<file path="config.mk">
export PLATFORM = sky130hd
export DESIGN_NAME = fp_add_seq
export DESIGN_NICKNAME = d
export VERILOG_FILES = /design/src/rtl/fp_add_seq.sv
export SDC_FILE = /design/constraint.sdc
export NUM_CORES = 1
export LEC_CHECK = 0
export ABC_CLOCK_PERIOD_IN_PS = 13400
export CAP_MARGIN = 5
export CORE_MARGIN = 1.5
export CORE_UTILIZATION = 55
export CTS_BUF_LIST = sky130_fd_sc_hd__clkbuf_4
export DETAILED_ROUTE_END_ITERATION = 16
export PLACE_DENSITY = 0.76
export SETUP_SLACK_MARGIN = 0.1
export SYNTH_ARGS = -nofsm -noshare
export SYNTH_HDL_FRONTEND = slang
export SYNTH_SLANG_ARGS = --single-unit
</file>
<file path="constraint.sdc">
create_clock -name clk -period 13.4 [get_ports clk]
set_clock_uncertainty 0.15 [all_clocks]
set_input_delay 2.68 -clock clk [delete_from_list [all_inputs] [get_ports clk]]
set_output_delay 2.68 -clock clk [all_outputs]
set_load 0.05 [all_outputs]
</file>
<file path="src/rtl/fp_add_seq.sv">
// Multi-cycle floating-point adder/subtractor: parametrised widths, round-to-nearest-even,
// special values, flush-to-zero, iterative one-bit-per-cycle normalisation.
module fp_add_seq #(
    parameter int unsigned EXP_W = 8,
    parameter int unsigned MAN_W = 23
) (
    input  logic                 clk,
    input  logic                 rst,
    input  logic                 start,
    input  logic                 op_sub,
    input  logic [EXP_W+MAN_W:0] a,
    input  logic [EXP_W+MAN_W:0] b,
    output logic                 busy,
    output logic                 done,
    output logic [EXP_W+MAN_W:0] result,
    output logic [3:0]           flags
);
    localparam int unsigned W  = EXP_W + MAN_W + 1;
    localparam int unsigned SW = MAN_W + 4;  // hidden + mantissa + guard/round/sticky
    localparam int unsigned EW = EXP_W + 1;  // spare bit catches exponent overflow
    localparam logic [EXP_W-1:0] EXP_MAX = '1;
    localparam logic [W-1:0] QNAN = {1'b0, EXP_MAX, 1'b1, {(MAN_W-1){1'b0}}};

    typedef enum logic [2:0] {StIdle, StAlign, StAdd, StNorm, StRound, StDone} state_t;

    state_t        state_q, state_d;
    logic [W-1:0]  opa_q, opa_d, opb_q, opb_d;
    logic          sign_q, sign_d, eff_sub_q, eff_sub_d;
    logic [EW-1:0] exp_q, exp_d;
    logic [SW-1:0] siga_q, siga_d, sigb_q, sigb_d;
    logic [SW:0]   sum_q, sum_d;
    logic [W-1:0]  result_q, result_d;
    logic [3:0]    flags_q, flags_d;

    // Operand unpack; opb_q already carries the effective (op_sub-adjusted) sign.
    logic                   sa, sb, za, zb, infa, infb, nana, nanb, a_big, lost;
    logic [EXP_W-1:0]       ea, eb, e_big, e_small, shamt;
    logic [MAN_W-1:0]       ma, mb;
    logic [EXP_W+MAN_W-1:0] key_a, key_b;
    logic [SW-1:0]          sig_a, sig_b, sig_big, sig_small, sig_shift, lost_mask;

    assign {sa, ea, ma} = opa_q;
    assign {sb, eb, mb} = opb_q;
    assign za    = (ea == '0);
    assign zb    = (eb == '0);
    assign infa  = (ea == EXP_MAX) && (ma == '0);
    assign infb  = (eb == EXP_MAX) && (mb == '0);
    assign nana  = (ea == EXP_MAX) && (ma != '0);
    assign nanb  = (eb == EXP_MAX) && (mb != '0);
    assign key_a = {ea, za ? {MAN_W{1'b0}} : ma};
    assign key_b = {eb, zb ? {MAN_W{1'b0}} : mb};
    assign sig_a = za ? {SW{1'b0}} : {1'b1, ma, 3'b000};
    assign sig_b = zb ? {SW{1'b0}} : {1'b1, mb, 3'b000};

    assign a_big     = (key_a >= key_b);
    assign e_big     = a_big ? ea : eb;
    assign e_small   = a_big ? eb : ea;
    assign sig_big   = a_big ? sig_a : sig_b;
    assign sig_small = a_big ? sig_b : sig_a;
    assign shamt     = e_big - e_small;
    // Oversized shifts give zero / full mask, so sticky collapses to (small != 0).
    assign sig_shift = sig_small >> shamt;
    assign lost_mask = ~({SW{1'b1}} << shamt);
    assign lost      = |(sig_small & lost_mask);

    // Rounding on the normalised sum: [SW-1] hidden, [3] lsb, [2:0] guard/round/sticky.
    logic             round_up;
    logic [MAN_W+1:0] rnd;
    logic [EW-1:0]    exp_rnd;
    logic [MAN_W-1:0] man_rnd;

    assign round_up = sum_q[2] & (sum_q[1] | sum_q[0] | sum_q[3]);
    assign rnd      = {1'b0, sum_q[SW-1:3]} + {{(MAN_W+1){1'b0}}, round_up};
    assign exp_rnd  = rnd[MAN_W+1] ? exp_q + EW'(1) : exp_q;
    assign man_rnd  = rnd[MAN_W+1] ? rnd[MAN_W:1] : rnd[MAN_W-1:0];

    always_comb begin
        state_d   = state_q;
        opa_d     = opa_q;
        opb_d     = opb_q;
        sign_d    = sign_q;
        eff_sub_d = eff_sub_q;
        exp_d     = exp_q;
        siga_d    = siga_q;
        sigb_d    = sigb_q;
        sum_d     = sum_q;
        result_d  = result_q;
        flags_d   = flags_q;
        unique case (state_q)
            StIdle: begin
                if (start) begin
                    opa_d   = a;
                    opb_d   = {b[W-1] ^ op_sub, b[W-2:0]};
                    state_d = StAlign;
                end
            end
            StAlign: begin
                state_d = StDone;
                if (nana || nanb || (infa && infb && (sa != sb))) begin
                    result_d = QNAN;
                    flags_d  = 4'b1000;
                end else if (infa) begin
                    result_d = {sa, EXP_MAX, {MAN_W{1'b0}}};
                    flags_d  = 4'b0000;
                end else if (infb) begin
                    result_d = {sb, EXP_MAX, {MAN_W{1'b0}}};
                    flags_d  = 4'b0000;
                end else if (za && zb) begin
                    result_d = {sa & sb, {(W-1){1'b0}}};
                    flags_d  = 4'b0001;
                end else if ((sa != sb) && (key_a == key_b)) begin
                    result_d = '0;
                    flags_d  = 4'b0001;
                end else begin
                    sign_d    = a_big ? sa : sb;
                    eff_sub_d = sa ^ sb;
                    exp_d     = {1'b0, e_big};
                    siga_d    = sig_big;
                    sigb_d    = sig_shift | {{(SW-1){1'b0}}, lost};
                    state_d   = StAdd;
                end
            end
            StAdd: begin
                sum_d   = eff_sub_q ? ({1'b0, siga_q} - {1'b0, sigb_q})
                                    : ({1'b0, siga_q} + {1'b0, sigb_q});
                state_d = StNorm;
            end
            StNorm: begin
                if (sum_q[SW]) begin
                    sum_d   = {1'b0, sum_q[SW:2], sum_q[1] | sum_q[0]};
                    exp_d   = exp_q + EW'(1);
                    state_d = StRound;
                end else if (sum_q[SW-1]) begin
                    state_d = StRound;
                end else if (exp_q == EW'(1)) begin
                    // Another left shift would need exponent 0: flush to signed zero.
                    result_d = {sign_q, {(W-1){1'b0}}};
                    flags_d  = 4'b0011;
                    state_d  = StDone;
                end else begin
                    sum_d = sum_q << 1;
                    exp_d = exp_q - EW'(1);
                    if (sum_q[SW-2]) begin
                        state_d = StRound;
                    end
                end
            end
            StRound: begin
                if (exp_rnd >= {1'b0, EXP_MAX}) begin
                    result_d = {sign_q, EXP_MAX, {MAN_W{1'b0}}};
                    flags_d  = 4'b0100;
                end else begin
                    result_d = {sign_q, exp_rnd[EXP_W-1:0], man_rnd};
                    flags_d  = 4'b0000;
                end
                state_d = StDone;
            end
            StDone: begin
                state_d = StIdle;
            end
            default: begin
                state_d = StIdle;
            end
        endcase
    end

    always_ff @(posedge clk or posedge rst) begin
        if (rst) begin
            state_q   <= StIdle;
            opa_q     <= '0;
            opb_q     <= '0;
            sign_q    <= 1'b0;
            eff_sub_q <= 1'b0;
            exp_q     <= '0;
            siga_q    <= '0;
            sigb_q    <= '0;
            sum_q     <= '0;
            result_q  <= '0;
            flags_q   <= '0;
        end else begin
            state_q   <= state_d;
            opa_q     <= opa_d;
            opb_q     <= opb_d;
            sign_q    <= sign_d;
            eff_sub_q <= eff_sub_d;
            exp_q     <= exp_d;
            siga_q    <= siga_d;
            sigb_q    <= sigb_d;
            sum_q     <= sum_d;
            result_q  <= result_d;
            flags_q   <= flags_d;
        end
    end

    assign busy   = (state_q != StIdle);
    assign done   = (state_q == StDone);
    assign result = result_q;
    assign flags  = flags_q;

endmodule

</file>
### Clock wires, drivers and flops, run 1

Scale: 3 px per micron.
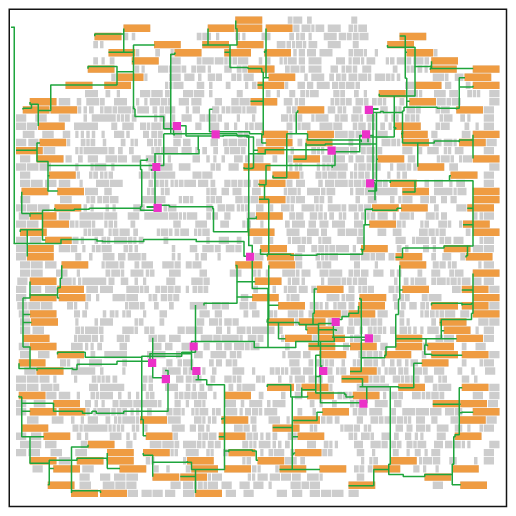
legend:
  green:
    item: clock wires
    length: 2800 microns
  orange:
    item: flip-flops
    count: 193
  magenta:
    item: clock drivers
    count: 17
flops lie: all over the die
clk_lat worst skew: 630 ps

### Placed cells, one color a class, run 1

Scale: 3 px per micron. Fill, decap, tap and diode cells in gray.
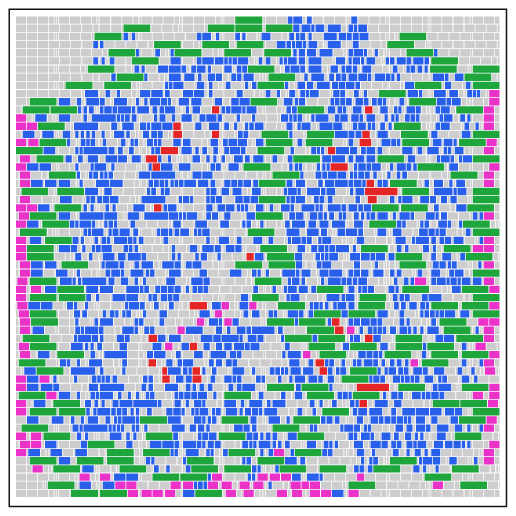
legend:
  red:
    class: clock drivers and dummy loads
    cells: 32
  blue:
    class: combinational and other logic
    cells: 1423
  magenta:
    class: other buffers and delay cells
    cells: 118
  green:
    class: flops
    cells: 193
cell area after layout: 16000 sq um
Site Rows: 59
Core Box Area: 25900 sq um
fraction of area in registers: 0.303

==> results.yml, run 1 <==
# yosys + openroad results
worst_hold_path:
  hp-class: "flip-flop to flip-flop"
  min-delay-start: "result[5]"
  hold_end: "result[5]"
placement:
  post_dp_cell_area_sq_um: 15600
  globalplace.congestion: 0.966
  pre_cts_ws_ps: 5600
  hpwl_microns: 31000
  dp.cells: 2068
flow_run:
  tool_warnings: 31
  max_cap_viol_count: 0
setup_path:
  required_ps: 13770
  reg2regPathDepth: 23
  timing.rr.end: "sigb_q[0]"
  critPathCaptureType: "flip-flop"
  cpPeakStageDelay_ps: 790
  path_delay_family: "simple AND/OR/NAND/NOR gates"
  cp_max_fo: 51
  critPathLaunch: "opa_q[27]"
  reg2reg_slack_ps: 5470
  slowest_stage: "nand3_2"
  reg2reg_from: "opa_q[27]"
  cp.depth: 23
clock_tree:
  htreeDepth: 4
  clk_pin_slew_ps: 170
  cts_made_buffers: 17
  cts_root_buf: "clkbuf_4"
  clockBufferDepth: 2
  cts.sinks: 193
  cts_setup_buffers: 0
  cts_tree: "yes"
  postCtsHoldBufs: 0
final_timing:
  tns_ps: 0
  min_period_ps: 7930
  rsz0062_at_grt: "no"
  finalSetupViolCount: 0
  max_freq_ghz: 0.126
  fin_ws_ps: 5470
  hold_ws_ps: 353
  hold_viol: 0
route:
  drt_pass1_iterations: 8
  drt-wirelength-per-cell_microns: 19.4
  routed_wl_microns: 40900
  num_vias: 13200
  wl_met3_microns: 2560
  drcViolationCount: 0
  drt_iter0_markers: 1117
  top_layer_used: "met4"
  wl_met1_microns: 17300
  ant_nets: 0
cells_and_area:
  final_cells: 2103
  layout.nets: 1883
logic_synthesis:
  yosysUniqueCellTypes: 85
  logic_family: "AND-OR/OR-AND gates"
  syn_area_sq_um: 14500
  post_synth.cell_area_avg_sq_um: 8.40
  ys_seq_frac: 0.334
  synthTopCellsByArea: "dfrtp_1 33%, mux2_2 6.5%, nand2_1 6.3%"
  top_cells_by_count: "242 x nand2_1, 193 x dfrtp_1, 149 x o21ai_0, 133 x nor2_1, 118 x a21oi_1"
  ys.flops: 193
  yosysTopAreaCellShare: 0.334
  yosysTopAreaCell: "dfrtp_1"
  yosys.area_share.simple: 0.204
  ys_sh_aoi: 0.204
  yosys-stat-cells: 1723
  ys_sh_adder: 0.0550
  xor_share: 0.0495
  synthArstFlopShare: 1.00
  ys_sh_mux: 0.104
global_routing:
  gr-total-overflow: 0
  grt_pass1_vias: 12200
  grt_use_total: 0.306
  grt_start_max_net_pins: 119
  grt_pass1_wl_microns: 65200
floorplan:
  pin_count: 106
  fp_util: 0.559
outcome:
  outcome: "complete, no violations"
### Routing congestion map, run 1

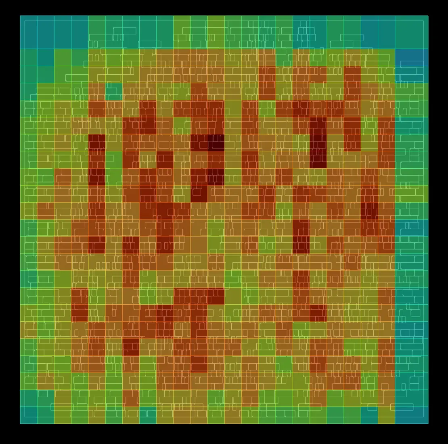
met2 GRT Util: 0.523
post-layout util: 0.616
GRT met3 Usage: 0.0470
met1 Track Usage GR: 0.389
busiest layer in global routing: met2

### Supply network, run 1

Scale: 2 px per micron. Pins as bars on the die edge.
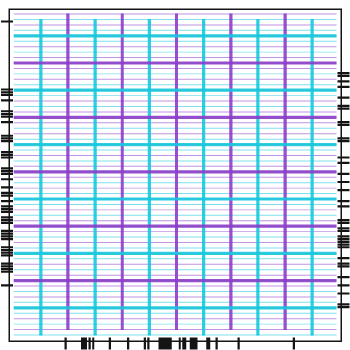
legend:
  purple:
    net: VDD
  cyan:
    net: VSS
rows: 59
signal pins: 106
die width: 165 microns
chip height: 165 microns

==> run 1: sequential cells by signal (all words and copies together), names as in the netlist <==
register,flops
sign_q,1
sigb_q,27
opa_q,32
siga_q,24
exp_q,9
eff_sub_q,1
sum_q,28
opb_q,32
result,32
flags,4
state_q,3
==> run 1: layout make-up <==
| class | count | area (sq um) |
|---|---|---|
| clock buffers | 17 | 128 |
| multi-input cells | 1352 | 8950 |
| clock inverters | 15 | 196 |
| repair buffers | 118 | 1150 |
| fillers | 2266 | 9950 |
| diodes | 2 | 5.00 |
| well taps | 335 | 419 |
| flip-flops and latches | 193 | 4830 |
| inverters | 71 | 274 |
==> run 1: cell usage in the layout (no fill, tap or decap), types with 8 or more instances in the layout <==
cell type / count
a22o_1: 17
a222oi_1: 9
buf_4: 12
inv_1: 70
clkdlybuf4s50_1: 105
nand2_1: 241
and2_1: 15
a31oi_1: 17
xnor2_1: 49
nand3_1: 41
nand2b_1: 12
nor2_1: 132
mux4_2: 12
mux2i_1: 30
a21o_1: 12
ha_1: 62
nor2b_1: 15
o211ai_1: 21
a32o_1: 8
o21a_1: 12
nor4_1: 23
o22ai_1: 8
nand4_1: 20
a211oi_1: 10
a21oi_1: 118
xor2_1: 30
a221oi_1: 9
o21ai_0: 149
clkbuf_4: 17
dfrtp_1: 193
nor3_1: 42
mux2_2: 83
and3_1: 23
==> run 1: logic make-up after synthesis <==
group,after synthesis
buffers and inverters,178
DFF,193
adders and majority gates,64
muxes,125
AOI/OAI and AO/OA,464
xor gates and xnor gates,81
and+or+nand+nor,618
### Register map, names as in the netlist, run 1

Scale: 3 px per micron. Other sequential cells in the stronger gray, the rest of the logic in the fainter gray.
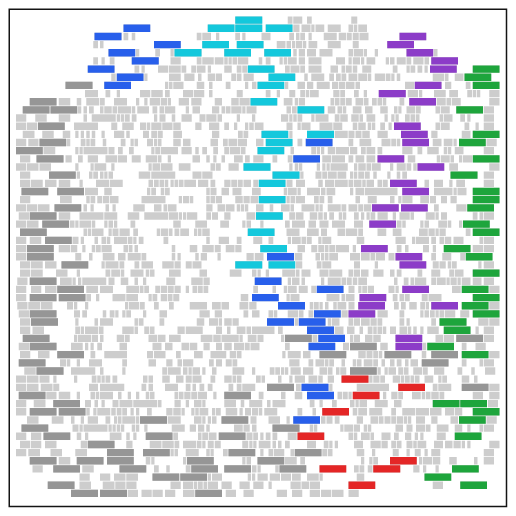

==> run 2, diff against run 1 <==
Settings changed: ABC_CLOCK_PERIOD_IN_PS 13400 to 8250.
Clock period 13.4 ns to 8.25 ns, I/O delays scaled along.
### Register map, names as in the netlist, run 2

Scale: 3 px per micron. Other sequential cells in the stronger gray, the rest of the logic in the fainter gray.
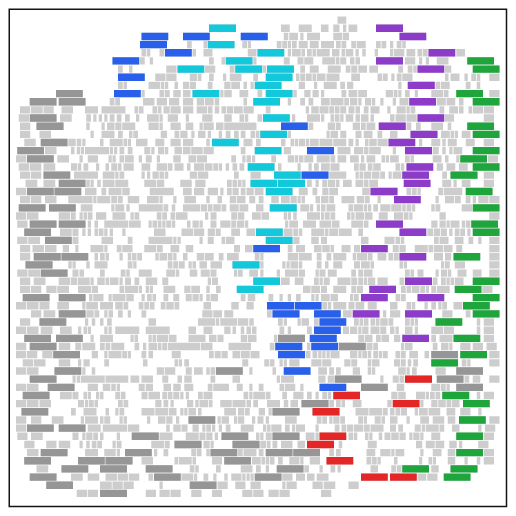
legend:
  purple:
    signal: `sum_q`
    sequential_cells: 28
  red:
    signal: `exp_q`
    sequential_cells: 9
  blue:
    signal: `siga_q`
    sequential_cells: 24
  cyan:
    signal: `sigb_q`
    sequential_cells: 27
  green:
    signal: `result`
    sequential_cells: 32
    where: a vertical strip on the right
not colored: 73
post-layout util: 0.617

### Routing congestion map, run 2

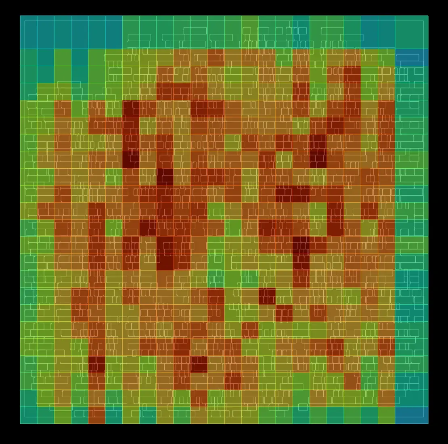
met1 Track Usage GR: 0.386
GRT met3 Usage: 0.0504

==> results.yml, run 2 <==
# yosys + openroad results
route:
  drcViolationCount: 0
  ant_nets: 0
  drt_pass1_iterations: 6
  routed_wl_microns: 40400
cells_and_area:
  layout.nets: 1887
  layout_top_cell: "nand2_1"
  final_cells: 2107
  lay_top_cells: "241 x nand2_1, 193 x dfrtp_1, 149 x o21ai_0, 132 x nor2_1, 118 x a21oi_1"
logic_synthesis:
  synthArstFlopShare: 1.00
  post_synth.cell_area_avg_sq_um: 8.40
  top_cells_by_count: "242 x nand2_1, 193 x dfrtp_1, 149 x o21ai_0, 133 x nor2_1, 118 x a21oi_1"
  synthTopCellsByArea: "dfrtp_1 33%, mux2_2 6.5%, nand2_1 6.3%"
  ys.flops: 193
  syn_area_sq_um: 14500
  ys_seq_frac: 0.334
  yosysTopAreaCell: "dfrtp_1"
  yosysTopAreaCellShare: 0.334
setup_path:
  reg2regPathDepth: 25
  path_delay_family: "AND-OR/OR-AND gates"
  reg2reg_slack_ps: 1140
  required_ps: 8650
  slowest_stage: "nand2_1"
  cp_max_fo: 27
  timing.rr.end: "sigb_q[11]"
global_routing:
  gr-total-overflow: 0
  grt_pass1_wl_microns: 64800
clock_tree:
  cts_made_buffers: 17
  cts_setup_buffers: 0
  cts_tree: "yes"
  clockBufferDepth: 2
  postCtsHoldBufs: 0
  htreeDepth: 4
  cts.sinks: 193
  clock_latency_ps: 620
final_timing:
  fin_ws_ps: 1140
  max_freq_ghz: 0.141
  hold_viol: 0
outcome:
  outcome: "complete, no violations"
placement:
  pre_cts_ws_ps: 1330
  hpwl_microns: 31100
  globalplace.congestion: 0.955
worst_hold_path:
  hold_end: "flags[2]"
  min-delay-start: "flags[2]"
floorplan:
  coreArea_sq_um: 25900
  fp_util: 0.559
  die_x_microns: 165
  pin_count: 106
flow_run:
  tool_warnings: 30
  max_cap_viol_count: 0
### Supply network, run 2

Scale: 2 px per micron. Pins as bars on the die edge.
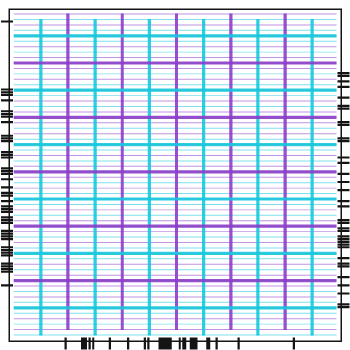
legend:
  cyan:
    net: VSS
  purple:
    net: VDD
rows: 59
met5 straps: 11
met1 rails: 60
signal pins: 106
met4 straps: 11

## run 2: metrics by stage
step / util / cell area, sq um
5_1_grt: 0.617 / 16000
6_report: 0.617 / 16000
4_1_cts: 0.617 / 16000
3_3_place_gp: 0.604 / 15700
3_5_place_dp: 0.604 / 15700
2_1_floorplan: - / 14500
## run 2: cell families after synthesis
logic type	count (synthesis)	share of synthesized area
AOI/OAI and AO/OA	464	0.204
xor gates and xnor gates	81	0.0495
adders and majority gates	64	0.0550
buffers and inverters	178	0.0500
DFF	193	0.334
muxes	125	0.104
and+or+nand+nor	618	0.204
## run 2: layer usage
layer	track usage	part of all wire	vias up
met5	0	0	-
met4	0.128	0.038	0
met3	0.0504	0.071	97
met2	0.510	0.48	502
met1	0.386	0.42	6300
li1	-	-	6292
## run 2: worst reg2reg max path: cells and delay by family, from the launching register on
kind	cells	cell delay, ps
and+or+nand+nor	8	2490
adders and majority gates	2	580
buffers and inverters	2	420
DFF	1	490
AOI/OAI and AO/OA	12	2640
muxes	1	290
## run 2: how the worst max path moves through the flow
stage	to	cells past startpoint	start
finish	sigb_q[11]	25	opa_q[27]
global route	sigb_q[11]	25	opa_q[27]
CTS	sigb_q[0]	24	opa_q[27]
detailed placement	sigb_q[11]	25	opa_q[27]
global placement	sigb_q[0]	24	opa_q[27]
floorplan	eff_sub_q	1	rst
## run 2: area by class of cell
cell class              instances  area [sq um]
fillers                      2285          9930
repair buffers                122          1180
inverters                      71           274
clock buffers                  17           128
clock inverters                15           194
diodes                          2          5.00
multi-input cells            1352          8950
well taps                     335           419
flip-flops and latches        193          4830
### Clock wires, drivers and flops, run 2

Scale: 3 px per micron.
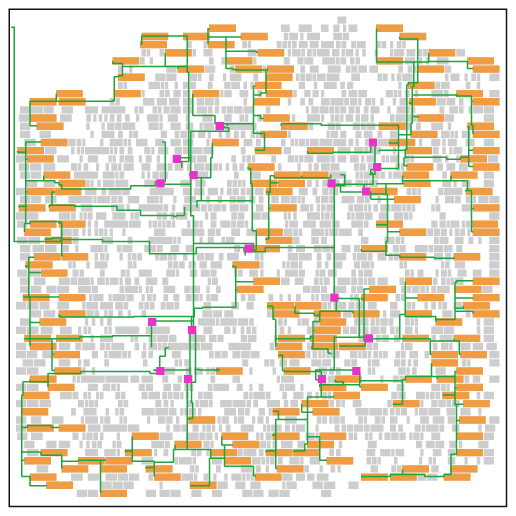

==> run 3, diff against run 2 <==
Settings changed: DONT_BUFFER_PORTS set to 1, PLACE_DENSITY 0.76 to 0.69.
### Clock wires, drivers and flops, run 3

Scale: 3 px per micron.
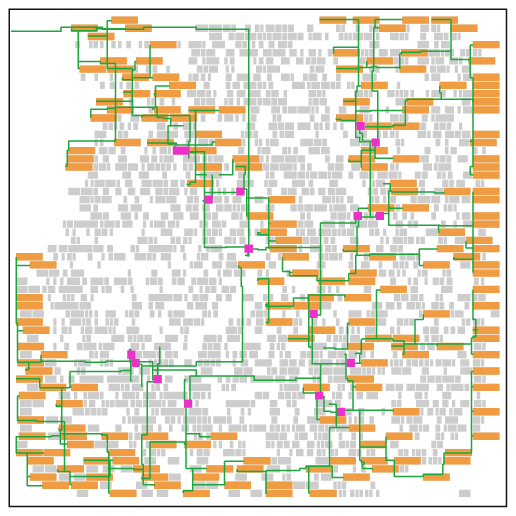
legend:
  magenta:
    item: clock drivers
    count: 17
  orange:
    item: flip-flops
    count: 193
  green:
    item: clock wires
    length: 2550 microns
flops lie: all over the die
routed clock nets: 18
clk_lat worst skew: 620 ps

### Supply network, run 3

Scale: 2 px per micron. Pins as bars on the die edge.
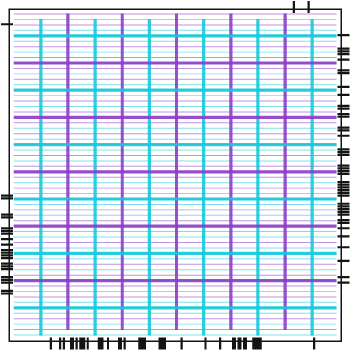
legend:
  purple:
    net: VDD
  cyan:
    net: VSS
met1 rails: 60
met5 straps: 11
rows: 59
met4 straps: 11
signal pins: 106

### Routing congestion map, run 3

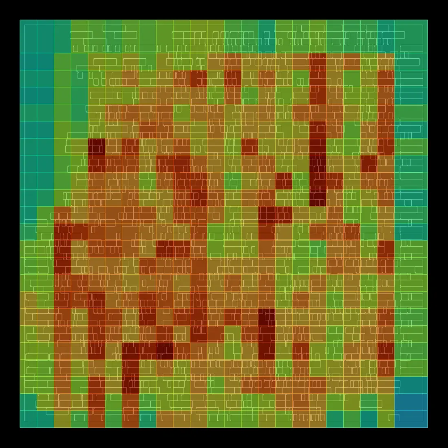
GRT Total Usage: 0.305
met1 Track Usage GR: 0.415

==> results.yml, run 3 <==
# yosys + openroad results
route:
  ant_nets: 0
  num_vias: 12800
floorplan:
  rows: 59
  pin_count: 106
  dieHeight_microns: 165
logic_synthesis:
  synthArstFlopShare: 1.00
  ys.flops: 193
  syn_area_sq_um: 14500
  yosysUniqueCellTypes: 85
  yosysTopAreaCellShare: 0.334
  post_synth.cell_area_avg_sq_um: 8.40
  ys_seq_frac: 0.334
final_timing:
  tns_ps: 0
  hold_viol: 0
setup_path:
  critPathCaptureType: "flip-flop"
  slowest_stage: "nand2_1"
  required_ps: 8640
global_routing:
  met2_usage: 0.491
  grt-busiest-layer: "met2"
  grt_start_max_net_pins: 135
clock_tree:
  htreeDepth: 4
  cts_root_buf: "clkbuf_4"
  cts_setup_buffers: 0
  cts_made_buffers: 17
cells_and_area:
  lay_top_cells: "241 x nand2_1, 193 x dfrtp_1, 149 x o21ai_0, 132 x nor2_1, 118 x a21oi_1"
  nFillCells: 2355
  layout.nets: 1781
  flop_area_sq_um: 4830
flow_run:
  max_cap_viol_count: 0
placement:
  hpwl_microns: 30600
  globalplace.congestion: 1.00
outcome:
  outcome: "complete, no violations"
run 3: per-stage QoR:
stage | std cells | setup slack (ps)
floorplan | 1723 | 1190
global placement | 1967 | 1540
detailed placement | 1967 | 1360
CTS | 1999 | 1320
global route | 2000 | 599
finish | 2000 | 1120
run 3: metal layers:
| metal | up-vias | share of wire | wire length (microns) |
|---|---|---|---|
| met4 | 0 | 0.035 | 1420 |
| li1 | 6092 | - | - |
| met1 | 6100 | 0.44 | 18100 |
| met2 | 486 | 0.46 | 18800 |
| met3 | 89 | 0.062 | 2510 |
| met5 | - | 0 | 0 |
run 3: worst min-delay path: cells and delay by family (launching register included):
kind,cells,cell delay (ps)
simple gates,1,50
compound gates,1,60
flops,1,390
run 3: logic make-up after synthesis:
logic type | Yosys count | synth area share
adders and majority gates | 64 | 0.0550
muxes | 125 | 0.104
buffers and inverters | 178 | 0.0500
AOI/OAI and AO/OA | 464 | 0.204
DFF | 193 | 0.334
and+or+nand+nor | 618 | 0.204
xor gates and xnor gates | 81 | 0.0495
run 3: worst paths after layout:
kind                                 from          to  cells after the start
worst max-delay path            opa_q[28]   sigb_q[5]                     25
worst min-delay path               sign_q      sign_q                      2
worst max register to register  opa_q[28]   sigb_q[5]                     25
worst min register to register     sign_q      sign_q                      2
max in group asynchronous             rst  sigb_q[17]                      2
min in group asynchronous             rst    exp_q[1]                      1
run 3: area by class of cell:
cell class,count,share of cell area
Clock inverter,15,0.0129
Sequential cell,193,0.324
Clock buffer,17,0.00855
Inverter,71,0.0184
Tap cell,335,0.0281
Antenna cell,1,0.000168
Timing Repair Buffer,16,0.00805
Multi-Input combinational cell,1352,0.600
